==> config.mk <==
export PLATFORM = sky130hd
export DESIGN_NAME = pipelined_signed_adder
export DESIGN_NICKNAME = d
export VERILOG_FILES = /design/src/rtl/pipelined_signed_adder_pkg.sv /design/src/rtl/pipelined_signed_adder_rca_segment.sv /design/src/rtl/pipelined_signed_adder.sv
export SDC_FILE = /design/constraint.sdc
export NUM_CORES = 1
export LEC_CHECK = 0
export CORE_UTILIZATION = 62
export CTS_BUF_LIST = sky130_fd_sc_hd__clkbuf_4 sky130_fd_sc_hd__clkbuf_8
export DETAILED_ROUTE_END_ITERATION = 8
export PLACE_DENSITY = 0.92
export SLEW_MARGIN = 30
export SYNTH_ARGS = -nofsm -noshare
export SYNTH_HDL_FRONTEND = slang
export SYNTH_SLANG_ARGS = --single-unit
==> constraint.sdc <==
create_clock -name clk -period 5.5 [get_ports clk]
set_input_delay 0.55 -clock clk [delete_from_list [all_inputs] [get_ports clk]]
set_output_delay 0.55 -clock clk [all_outputs]
set_load 0.02 [all_outputs]
**Metal 3**

The bar under the picture is 20 um long.
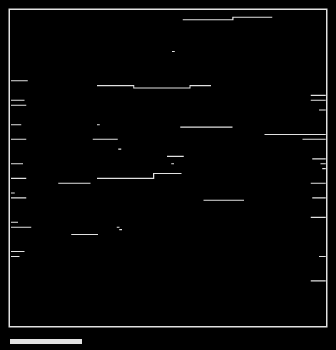
33 nets have wire on it. The longest straight run is 16.8 um. The wires run mostly horizontal.
drt total wl: 6910 um
M3 GR Usage: 4.713%
via count: 2173

**Layout detail**

The bar under the picture is 5 um long. Region (12, 56) to (32, 76) um. Cells in gray, sequential cells in the stronger gray; small squares are vias.
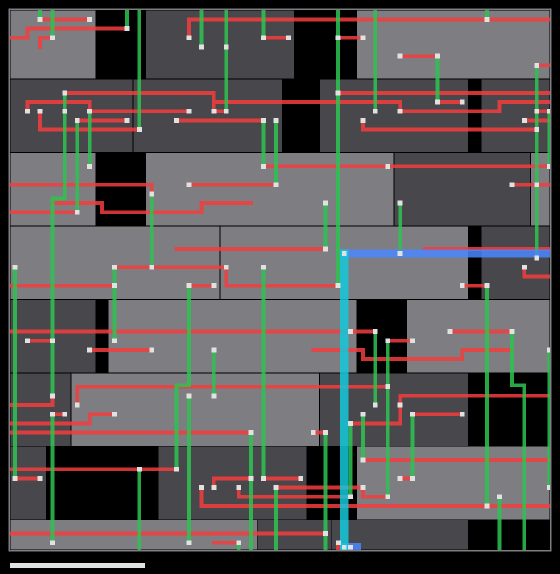
metal 1: marked red. metal 4: marked cyan. metal 3: marked blue. metal 2: marked green.
Most frequent: dfrtp_1 (8), mux2_4 (7), clkbuf_8 (1). 16 logic cells have their middle in the window. Sequential cells in the window: 8.

**The metal 2 layer**

The bar under the picture is 20 um long.
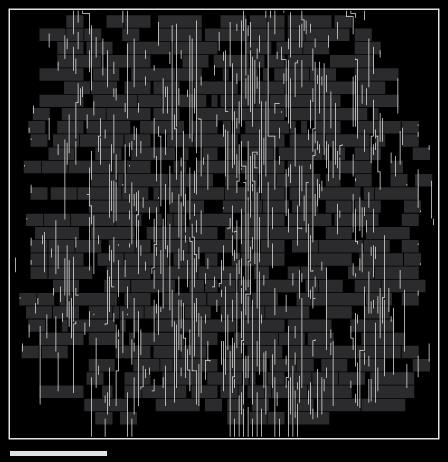
The longest straight run is 27.2 um. The wires run mostly vertical.
met2 usage: 29.39%

**Routing congestion map**

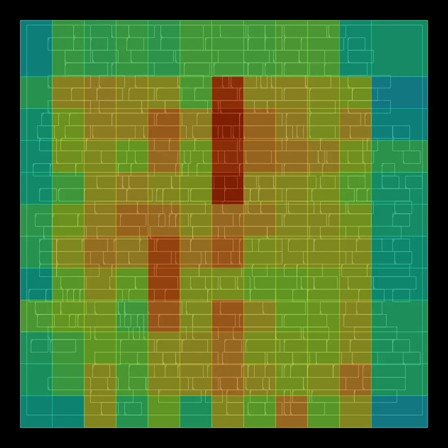
final core utilization: 73.40%
GRT Total Usage: 20.12%

**Signal wires on met1**

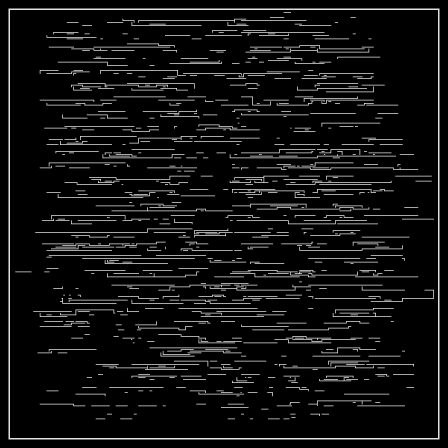
The wires run mostly horizontal. The layer holds 48% of the routed length. The longest straight run is 23.0 um.
met1 Use GR: 29.22%

==> reports/metrics.yaml <==
antenna_found_initial: 0
io_buffers: 56
row_count: 31
skew_ps: 5.199
n_all_buffers: 58
final_common_cell: "dfrtp_1"
gp_congestion: 0.7442
fin_ws_ps: 1966
syn_to_final_growth_pct: 15.31
cts.reportedPaths.clkPinSlew_ps: 90
clockBufferDepth: 2
dp_hpwl_um: 4750
cts_tree: "done"
yosys.area.top_type_share_pct: 53.41
signal_buffer_area_fraction_pct: 10.87
max_cap_viol_count: 0
largest_register_ffs: 24
fin_nets: 379
whs_path_depth: 1
firstDrtPassIters: 4
post-place-ws_ps: 1986
ff2ff_path_depth: 3
setup_tns_ps: 0
wl_met1_um: 3331
swShare_pct: 31.34
seq_cells: 98
stage_log_warnings: 26
ios: 57
maxPowerGroup: "combinational cells"
final_area_um2: 5295
internal-power_mw: 2.077
rsz0062_at_grt: "no"
ys.flop_type: "dfrtp_1"
async_flop_share_pct: 100.0
status: "completed"
top_cell: "dfrtp_1"
numClockSinks: 98
power_frac_comb_pct: 41.9
slew_violations: 0
synthAdderAreaFrac_pct: 6.975
dpl_cell_area_um2: 5080
crit_cells: 3
crit_chain: "clkdlybuf4s50_1 > nand2b_4 > clkdlybuf4s50_1"
netlist_area_um2: 4592
synthTopLogicFamily: "multiplexers"
cp.arrival_ps: 2980
cp_slowest_cell: "nand2b_4"
fmax_mhz: 283.0
hold_ws_ps: 475.4
vias_per_cell: 5.065
p_comb_mw: 1.27
path_max_fanout: 52
cts_buffers: 9
layout.area.comb_um2: 1817
min_period_over_period_pct: 64.26
synth_flops: 98
yosys.area_share.simple_pct: 2.616
yosysUniqueCellTypes: 15
ys_sh_mux_pct: 27.79
maxSlewHeadroom_pct: 37.59
seq_power_mw: 1.26
grt_pass1_vias: 2234
p_per_area_nw_per_um2: 571.4
worst_ep_required_time_ps: 4950
top_layer_used: "met4"
grt-ovfl-total: 0
